===== src/rtl/opb_simulink2ppc_fifo.sv =====
// ----------------------------------------------------------------------------
// opb_simulink2ppc_fifo
//
// OPB slave carrying 32-bit words from fabric logic to the PowerPC. Fabric
// pushes words into an on-chip FIFO; software pops them through the DATA
// register and monitors OVERFLOW/UNDERFLOW/count through STATUS.
//
// Register map (offset from C_BASEADDR, selected by OPB_ABus[28:29]):
//   0x0 DATA   read pops the head word (0 and UNDERFLOW when empty)
//   0x4 STATUS bit31 OVERFLOW, bit30 UNDERFLOW, bit[C_DEPTH_LOG2:0] count
//   0x8 CTRL   write: bit0 flush, bit1 clear sticky flags; reads 0
//   0xC        reserved, reads 0, writes ignored
//
// Ports:
//   OPB_Clk, OPB_Rst_n           single clock, async active-low reset
//   OPB_ABus/BE/DBus/RNW/select  OPB master side (big-endian bit numbering)
//   OPB_seqAddr                  unused
//   Sl_DBus, Sl_xferAck          read data (valid only in ack cycle), ack
//   Sl_errAck/retry/toutSup      tied to 0
//   user_data_in, user_valid     fabric push interface, one word per cycle
//   user_full                    registered FIFO-full indication
//
// Build option: define OPB_SNAP_RING_EN for ring mode, where a push into a
// full FIFO overwrites the oldest word instead of being dropped.
// ----------------------------------------------------------------------------
module opb_simulink2ppc_fifo #(
    parameter logic [31:0] C_BASEADDR   = 32'h01180C00,
    parameter logic [31:0] C_HIGHADDR   = 32'h01180CFF,
    parameter int          C_OPB_AWIDTH = 32,
    parameter int          C_OPB_DWIDTH = 32,
    parameter              C_FAMILY     = "virtex6",
    parameter int          C_DEPTH_LOG2 = 4
) (
    input  logic                      OPB_Clk,
    input  logic                      OPB_Rst_n,
    input  logic [0:C_OPB_AWIDTH-1]   OPB_ABus,
    input  logic [0:C_OPB_DWIDTH/8-1] OPB_BE,
    input  logic [0:C_OPB_DWIDTH-1]   OPB_DBus,
    input  logic                      OPB_RNW,
    input  logic                      OPB_select,
    input  logic                      OPB_seqAddr,
    output logic [0:C_OPB_DWIDTH-1]   Sl_DBus,
    output logic                      Sl_xferAck,
    output logic                      Sl_errAck,
    output logic                      Sl_retry,
    output logic                      Sl_toutSup,
    input  logic [C_OPB_DWIDTH-1:0]   user_data_in,
    input  logic                      user_valid,
    output logic                      user_full
);

    localparam int unsigned DEPTH = 1 << C_DEPTH_LOG2;
    localparam logic [C_DEPTH_LOG2:0]   FULL_COUNT = DEPTH[C_DEPTH_LOG2:0];
    localparam logic [C_DEPTH_LOG2-1:0] PTR_ONE    = C_DEPTH_LOG2'(1);
    localparam logic [C_DEPTH_LOG2:0]   CNT_ONE    = (C_DEPTH_LOG2 + 1)'(1);

    localparam logic [1:0] REG_DATA   = 2'd0;
    localparam logic [1:0] REG_STATUS = 2'd1;
    localparam logic [1:0] REG_CTRL   = 2'd2;

    // Storage and state
    logic [C_OPB_DWIDTH-1:0] mem [DEPTH];
    logic [C_DEPTH_LOG2-1:0] wr_ptr;
    logic [C_DEPTH_LOG2-1:0] rd_ptr;
    logic [C_DEPTH_LOG2:0]   count;
    logic                    overflow;
    logic                    underflow;
    logic                    busy;
    logic                    xfer_ack;
    logic                    full_q;
    logic [C_OPB_DWIDTH-1:0] rd_data_q;

    // Decode / control
    logic                    hit;
    logic                    start;
    logic [1:0]              reg_sel;
    logic                    is_empty;
    logic                    is_full;
    logic                    pop_req;
    logic                    pop;
    logic                    underflow_evt;
    logic                    ctrl_wr;
    logic                    flush;
    logic                    clr_flags;
    logic                    push_req;
    logic                    push_ok;
    logic                    overflow_evt;
    logic                    ring_wr;
    logic                    mem_we;
    logic [C_OPB_DWIDTH-1:0] status_word;
    logic [C_OPB_DWIDTH-1:0] rd_word;

    logic unused_ok;
    assign unused_ok = &{1'b0, OPB_seqAddr, OPB_DBus[0:C_OPB_DWIDTH-3]};

    always_comb begin
        hit      = OPB_select && (OPB_ABus >= C_BASEADDR) && (OPB_ABus <= C_HIGHADDR);
        // busy holds off a repeat ack while the master keeps select asserted
        start    = hit && !busy;
        reg_sel  = OPB_ABus[C_OPB_AWIDTH-4 +: 2];
        is_empty = (count == '0);
        is_full  = (count == FULL_COUNT);

        pop_req       = start && OPB_RNW && (reg_sel == REG_DATA);
        pop           = pop_req && !is_empty;
        underflow_evt = pop_req && is_empty;

        ctrl_wr   = start && !OPB_RNW && (reg_sel == REG_CTRL) && (|OPB_BE);
        flush     = ctrl_wr && OPB_DBus[C_OPB_DWIDTH-1];
        clr_flags = ctrl_wr && OPB_DBus[C_OPB_DWIDTH-2];

        // Flush beats a concurrent push; a concurrent pop frees a slot when full
        push_req     = user_valid && !flush;
        push_ok      = push_req && (!is_full || pop);
        overflow_evt = push_req && is_full && !pop;
`ifdef OPB_SNAP_RING_EN
        ring_wr      = overflow_evt;
`else
        ring_wr      = 1'b0;
`endif
        mem_we       = push_ok || ring_wr;

        status_word                   = '0;
        status_word[C_OPB_DWIDTH-1]   = overflow;
        status_word[C_OPB_DWIDTH-2]   = underflow;
        status_word[C_DEPTH_LOG2:0]   = count;

        case (reg_sel)
            REG_DATA:   rd_word = is_empty ? '0 : mem[rd_ptr];
            REG_STATUS: rd_word = status_word;
            default:    rd_word = '0;
        endcase
    end

    // Storage needs no reset; occupancy is tracked by count/pointers.
    // When full, wr_ptr == rd_ptr: a push+pop in one cycle reads the old head
    // and overwrites that same slot, which is the intended ordering.
    always_ff @(posedge OPB_Clk) begin
        if (mem_we) begin
            mem[wr_ptr] <= user_data_in;
        end
    end

    always_ff @(posedge OPB_Clk or negedge OPB_Rst_n) begin
        if (!OPB_Rst_n) begin
            wr_ptr    <= '0;
            rd_ptr    <= '0;
            count     <= '0;
            overflow  <= 1'b0;
            underflow <= 1'b0;
            busy      <= 1'b0;
            xfer_ack  <= 1'b0;
            full_q    <= 1'b0;
            rd_data_q <= '0;
        end else begin
            xfer_ack  <= start;
            rd_data_q <= (start && OPB_RNW) ? rd_word : '0;

            if (!OPB_select) begin
                busy <= 1'b0;
            end else if (start) begin
                busy <= 1'b1;
            end

            if (flush) begin
                wr_ptr <= '0;
                rd_ptr <= '0;
                count  <= '0;
            end else begin
                if (mem_we) begin
                    wr_ptr <= wr_ptr + PTR_ONE;
                end
                // Ring overwrite drops the oldest word by advancing the head
                if (pop || ring_wr) begin
                    rd_ptr <= rd_ptr + PTR_ONE;
                end
                if (push_ok && !pop) begin
                    count <= count + CNT_ONE;
                end else if (pop && !push_ok) begin
                    count <= count - CNT_ONE;
                end
            end

            // A new event in the same cycle as a clear keeps the flag set
            overflow  <= overflow_evt  || (overflow  && !clr_flags);
            underflow <= underflow_evt || (underflow && !clr_flags);

            full_q <= is_full;
        end
    end

    assign Sl_DBus    = rd_data_q;
    assign Sl_xferAck = xfer_ack;
    assign Sl_errAck  = 1'b0;
    assign Sl_retry   = 1'b0;
    assign Sl_toutSup = 1'b0;
    assign user_full  = full_q;

endmodule


===== config.mk =====
export PLATFORM = sky130hd
export DESIGN_NAME = opb_simulink2ppc_fifo
export DESIGN_NICKNAME = d
export VERILOG_FILES = /design/src/rtl/opb_simulink2ppc_fifo.sv
export SDC_FILE = /design/constraint.sdc
export NUM_CORES = 1
export LEC_CHECK = 0
export ABC_AREA = 1
export CORE_UTILIZATION = 53
export CTS_BUF_LIST = sky130_fd_sc_hd__clkbuf_16
export DETAILED_ROUTE_END_ITERATION = 10
export GPL_TIMING_DRIVEN = 1
export PLACE_DENSITY = 0.75
export SYNTH_ARGS = -nofsm -noshare
export SYNTH_HDL_FRONTEND = slang
export SYNTH_SLANG_ARGS = --single-unit

===== constraint.sdc =====
create_clock -name OPB_Clk -period 2.63 [get_ports OPB_Clk]
set_input_delay 0.3945 -clock OPB_Clk [delete_from_list [all_inputs] [get_ports OPB_Clk]]
set_output_delay 0.3945 -clock OPB_Clk [all_outputs]
set_load 0.03 [all_outputs]

==> run_1/port_trees.png <==
Bar = 50 µm.
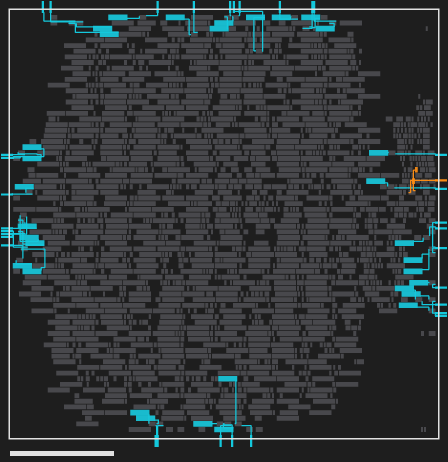
port	colour	bits	direction	edge	end cells	wire
OPB_select	orange	1	input	east	2	31.9 µm
Sl_DBus	cyan	32	output	10 north, 9 east, 8 west, 5 south	32	691 µm
# IOs: 143
IO buf count: 102

==> run_1/congestion_map.png <==
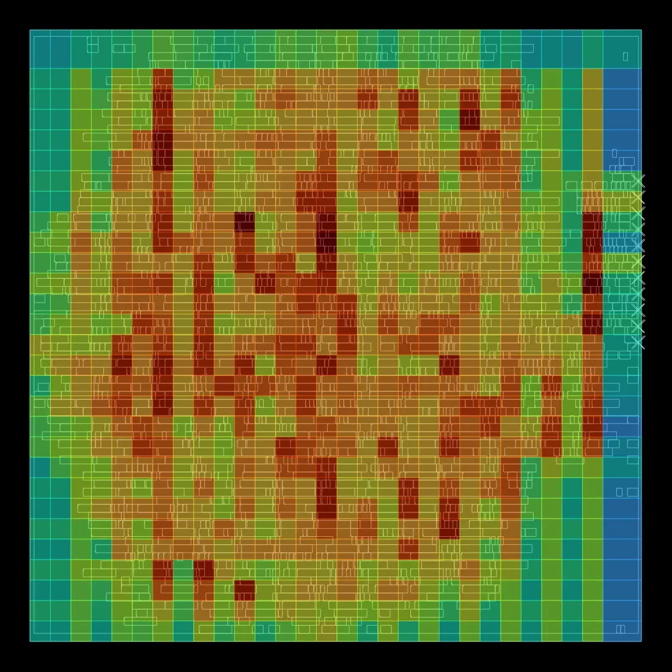
total track usage: 25.7%
busiest layer in global routing: met2
wire length per cell: 22.1 µm
grt met1 use: 34.7%
global routing usage on met3: 3.99%

==> run_1/gates.png <==
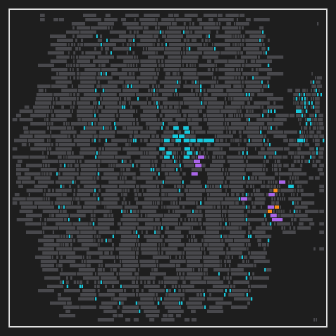
family	colour	cells	most used
nor cells	cyan	198	nor2_1
xor and xnor cells	orange	3	xnor2_1
fa/ha/maj cells	purple	10	ha_1

==> run_1/ff_map.png <==
Bar = 50 µm.
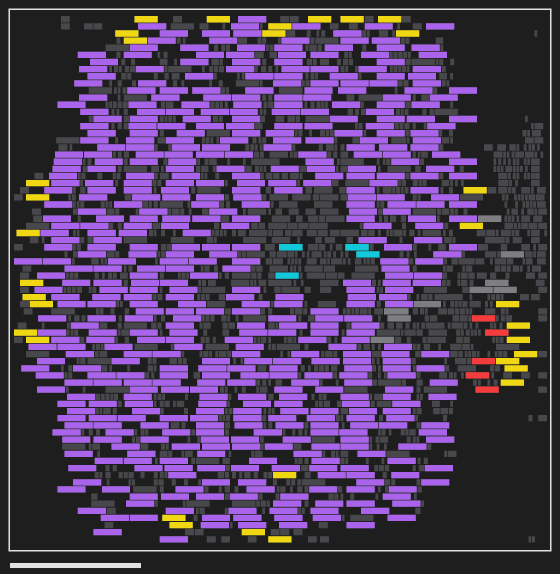
netlist name	colour	sequential cells
wr_ptr	cyan	4
mem	purple	512
count	red	5
Sl_DBus	yellow	32
Seq area share: 63.4%
Power Sequential: 0.0108 W
Sequential Area: 16600 µm²
Finished Core Util: 64.0%

==> CHANGELOG.md, run 1 <==
### Changed

- Status: finished, violations left
- Failing checks: DRC
- Crit-path cells: nor2_1 > nand4_1 > nand4_2 > nand3_4 > fa_1 > nand3_1 > nand2_1 > xor2_1 > inv_1 > nand2_1 > nand2_1 > nand2_1 > nand2_1
- CP Capture Type: flip-flop
- Drt initial violations: 1636
- Syn_area_per_cell: 13.2 µm²
- Total Power: 0.0198 W
- Final setup vio count: 0
- DRT Wirelength: around 53000 µm
- Post CTS Setup Buffer Count: 0
- Latency at later pin: 0.61 ns
- Final setup TNS: 0 ns
- Seq/Total Area, Yosys: 75.3%
- Chip area: 42500 µm²
- WL met1: 20700 µm
- Slew Limit Fails: 0
- Synth Cell Area: 22100 µm²
- MI comb area: 4870 µm²
- P_sw: between 0.004 and 0.005 W
- Total gr overflow: 0
- Die Ht: around 200 µm
- Root buf cell: clkbuf_16
- RSZ-0062 raised after global routing: false
- Met3 routed WL: 4940 µm
- Post_cts resized: 0
- Post-Synthesis Cells: between 1500 and 2000
- PwrDens: around 760 nW/µm²
- Drt drc: 22
- Max_cap viols: 0
- Clk slew on worst S/H paths: 0.06 ns
- Final Wtd Congestion: 0.830
- Clock buffer depth: 3
- DP Cell Count: 2312
- N_diodes: 0
- Unique cell types: roughly 44
- Flop pwr share: 54.3%
- CTS sink cnt: 562
- FF-to-FF End: count[4]
- WS Path Type: flip-flop to flip-flop
- Max_slew headroom: 60.1%
- Initial Util: a little over half
- First-pass GRT wire length: 80700 µm
- Hold WS: between 0.2 and 0.3 ns
- DR pass1 iterations: 8
run 1: flip-flops by register name (all words and copies together) (netlist names):
| signal | flops |
|---|---|
| Sl_DBus | 32 |
| Sl_xferAck | 1 |
| busy | 1 |
| count | 5 |
| mem | 512 |
| overflow | 1 |
| rd_ptr | 4 |
| underflow | 1 |
| user_full | 1 |
| wr_ptr | 4 |
run 1: power by group through the flow:
stage / registers, W / logic [W] / clock network, W
6_report: 0.0108 / 0.00190 / 0.00717
5_1_grt: 0.0108 / 0.00206 / 0.00759
4_1_cts: 0.0108 / 0.00190 / 0.00726
3_5_place_dp: 0.0109 / 0.00189 / 0
3_3_place_gp: 0.0109 / 0.00183 / 0
2_1_floorplan: 0.0109 / 0.000893 / 0
run 1: worst max-delay path: cells and delay by family (launching register included):
family	cells	cell delay [ns]
and+or+nand+nor	10	1.17
DFF	1	0.45
adders and majority gates	1	0.40
xor gates and xnor gates	1	0.18
buffers and inverters	1	0.06
run 1: cells in the final DEF, fill, tap and decap left out, types with 9 or more instances in the layout:
cell             count
a21oi_1             96
a221oi_1            18
buf_12              29
buf_4               74
clkbuf_16           55
clkdlybuf4s50_1    101
clkinv_1            14
dfrtp_1             48
edfxtp_1           512
ha_1                 9
inv_1               80
nand2_1            224
nand3_1             62
nand4_1             38
nor2_1             177
nor2_4              19
o21ai_0            186
o21ai_1             10
o221ai_1            40
o22ai_1             24
run 1: logic make-up (layout without fill, tap and decap cells):
family                   count (synthesis)  after routing  share of synthesized area (%)
other                                    1              3                         0.0170
AND/OR/NAND/NOR                        535            535                           10.5
adder cells (fa/ha/maj)                 10             10                          0.600
buffers and inverters                  171            377                           3.29
XOR/XNOR                                 3              3                          0.119
flip-flops                             562            562                           75.3
AND-OR/OR-AND                          392            392                           10.3
run 1: worst max-delay path by stage:
stage | from | end | slack, ns | cells past startpoint
after floorplan | OPB_ABus[8] | mem[11][0] | -0.51 | 11
after global placement | OPB_ABus[11] | count[4] | -0.27 | 19
after detailed placement | OPB_ABus[7] | count[4] | -0.28 | 19
after CTS | count[1] | count[4] | 0.32 | 13
after global routing | count[1] | count[4] | 0.06 | 13
final | count[1] | count[4] | 0.26 | 13
run 1: synthesized netlist by cell type (4+ instances only):
cell	instances	share of area, %
inv_1	64	1.1
clkbuf_1	53	0.90
edfxtp_1	512	70
nand2_1	225	3.8
ha_1	9	0.51
dfrtp_1	50	5.7
buf_2	36	0.82
a32o_1	5	0.23
nand3_1	62	1.4
nor2_1	193	3.3
a221oi_1	18	0.71
buf_4	4	0.14
nand4_1	38	1.1
o21ai_1	10	0.23
o221ai_1	40	1.6
o211ai_1	4	0.14
inv_2	6	0.10
o22ai_1	24	0.68
o21ai_0	186	4.2
a21oi_1	96	2.2
run 1: final cells by class:
class                      instances  area share (%)
multi-input combinational        943            18.6
inverter                          70            1.02
clock inverter                    46            1.04
timing repair buffer             206            8.24
clock buffer                      55            5.24
sequential                       562            63.4
tap                              532            2.54
run 1: per-stage QoR:
step	utilization [%]	setup slack, ns
after floorplan	-	-0.512
after global placement	59.9	-0.266
after detailed placement	59.9	-0.276
after CTS	64.0	0.316
after global routing	64.0	0.0608
final	64.0	0.263
==> run 1 -> run 2 <==
--- a/config.mk
+++ b/config.mk
@@ -11,6 +11,8 @@
 export DETAILED_ROUTE_END_ITERATION = 10
 export GPL_TIMING_DRIVEN = 1
 export PLACE_DENSITY = 0.75
+export REMOVE_ABC_BUFFERS = 1
+export SETUP_SLACK_MARGIN = 0.02
 export SYNTH_ARGS = -nofsm -noshare
 export SYNTH_HDL_FRONTEND = slang
 export SYNTH_SLANG_ARGS = --single-unit
==> run_2/port_trees.png <==
Bar = 50 µm.
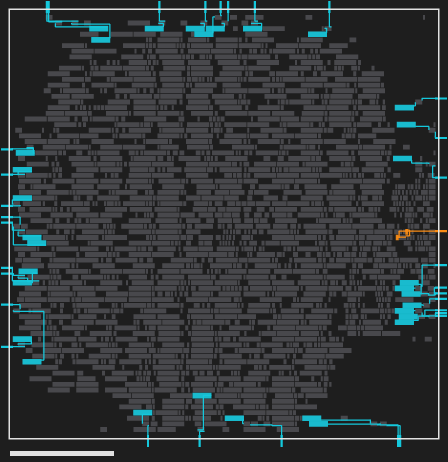
port	colour	bits	direction	edge	end cells	wire
Sl_DBus	cyan	32	output	10 east, 9 west, 8 north, 5 south	32	623 µm
OPB_select	orange	1	input	east	2	33.2 µm

==> run_2/congestion_map.png <==
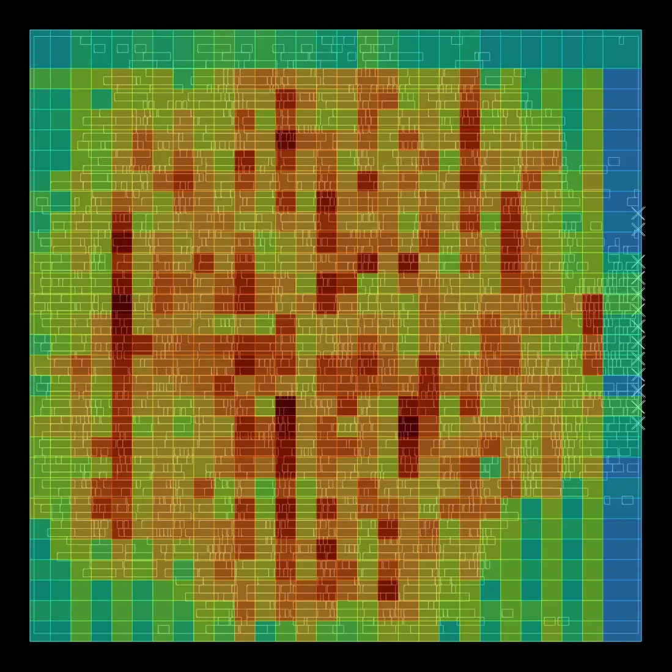
grt met1 use: 35.2%
met2 usage: 43.2%
global routing usage on met3: 3.89%

==> CHANGELOG.md, run 2 <==
### Changed

- Hold WS: 0.405 ns
- P_sw: roughly 0.0047 W
- DP Cell Count: approximately 2300
- Place WS: -0.333 ns
- Failing checks: DRC
- Root buf cell: clkbuf_16
- Area leader, netlist: edfxtp_1
- Max-area cell share: 69.6%
- RSZ-0062 raised after global routing: false
- Flop pwr share: 53.4%
- Unique cell types: between 40 and 50
- Latency at later pin: 0.60 ns
- IO buf count: 102
- Total track usage: 26.1%
- Drt drc: 26
- Max_cap viols: 0
- Die Ht: 206 µm
- Final Wtd Congestion: around 0.8
- Post-Synthesis Cells: about 1700
- Clock buffer depth: 3
- Post_cts resized: 0
- WS Path Type: primary input to flip-flop
- Synth top cell by count: edfxtp_1
- Chip area: approximately 43000 µm²
- # IOs: 143
- Drt initial violations: 1591
- Wire length per cell: 22.5 µm
- DR pass1 iterations: 8
- Total gr overflow: 0
- Clk slew on worst S/H paths: around 0.06 ns
- DRT Wirelength: 54400 µm
- Slew Limit Fails: 0
- Top cells by area: edfxtp_1 (70%), dfrtp_1 (5.7%), o21ai_0 (4.2%)
- N_diodes: 0
- First-pass GRT wire length: 81700 µm
- Total Power: 0.0202 W
- Final worst slack: ~0.26 ns
- Seq/Total Area, Yosys: between 70% and 80%
- Status: finished, violations left
[run 2: cell count changes in the layout (fill, tap and decap cells not counted), sizes merged]
cell / previous run / this run
inv: 88 / 81
clkinvlp: 2 / 6
clkbuf: 55 / 57
bufinv: 2 / 3
clkinv: 24 / 25
[run 2: final timing paths]
kind | start | end | slack, ns
max | OPB_ABus[11] | mem[4][21] | 0.26
min | OPB_Rst_n | user_full | 0.41
max reg2reg | count[1] | count[4] | 0.29
min reg2reg | underflow | underflow | 0.50
max in group asynchronous | OPB_Rst_n | wr_ptr[2] | 1.61
min in group OPB_Clk | OPB_select | busy | 0.43
[run 2: layout make-up]
type	count	area, µm²	area share [%]
flip-flops and latches	562	16600	63.1
multi-input cells	943	4870	18.5
repair buffers	206	2190	8.30
clock buffers	57	1430	5.42
well taps	532	666	2.53
clock inverters	45	293	1.11
inverters	70	268	1.02
[run 2: metrics by stage]
stage          util (%)  setup TNS [ns]
3_5_place_dp       60.0         -117.01
4_1_cts            64.2               0
3_3_place_gp       60.0          -97.80
2_1_floorplan         -         -475.98
5_1_grt            64.2               0
6_report           64.2               0
[run 2: logic make-up (layout without fill, tap and decap cells)]
logic type | after synthesis | in the layout | synth area share, %
AND/OR/NAND/NOR | 535 | 535 | 10.5
adder cells (fa/ha/maj) | 10 | 10 | 0.600
buffers and inverters | 171 | 378 | 3.29
flip-flops | 562 | 562 | 75.3
other | 1 | 3 | 0.0170
XOR/XNOR | 3 | 3 | 0.119
AND-OR/OR-AND | 392 | 392 | 10.3
[run 2: metal layers]
layer	track usage, %	up-vias
met5	0	-
met4	9.32	0
met3	3.89	110
met2	43.2	724
met1	35.2	7083
li1	-	6481
[run 2: critical path, cell delays in order]
cell,delay [ns]
clkdlybuf4s50_1,0.48
inv_1,0.05
nor2_1,0.13
nand2_1,0.07
nor2_1,0.09
nand2_1,0.10
nor2_4,0.13
nand4_4,0.10
nand2_4,0.09
buf_4,0.12
inv_2,0.06
nor2_8,0.13
nand2_1,0.07
buf_4,0.17
nor2_4,0.26
buf_12,0.21
[run 2: power groups by stage]
stage | Clock [W] | Combinational, W | Sequential, W
after detailed placement | 0 | 0.00191 | 0.0109
after floorplan | 0 | 0.000803 | 0.0109
after global routing | 0.00788 | 0.00206 | 0.0108
after global placement | 0 | 0.00186 | 0.0109
after CTS | 0.00754 | 0.00193 | 0.0108
final | 0.00746 | 0.00192 | 0.0108
Power figures rest on the tool's default switching activity, not on a simulated workload.
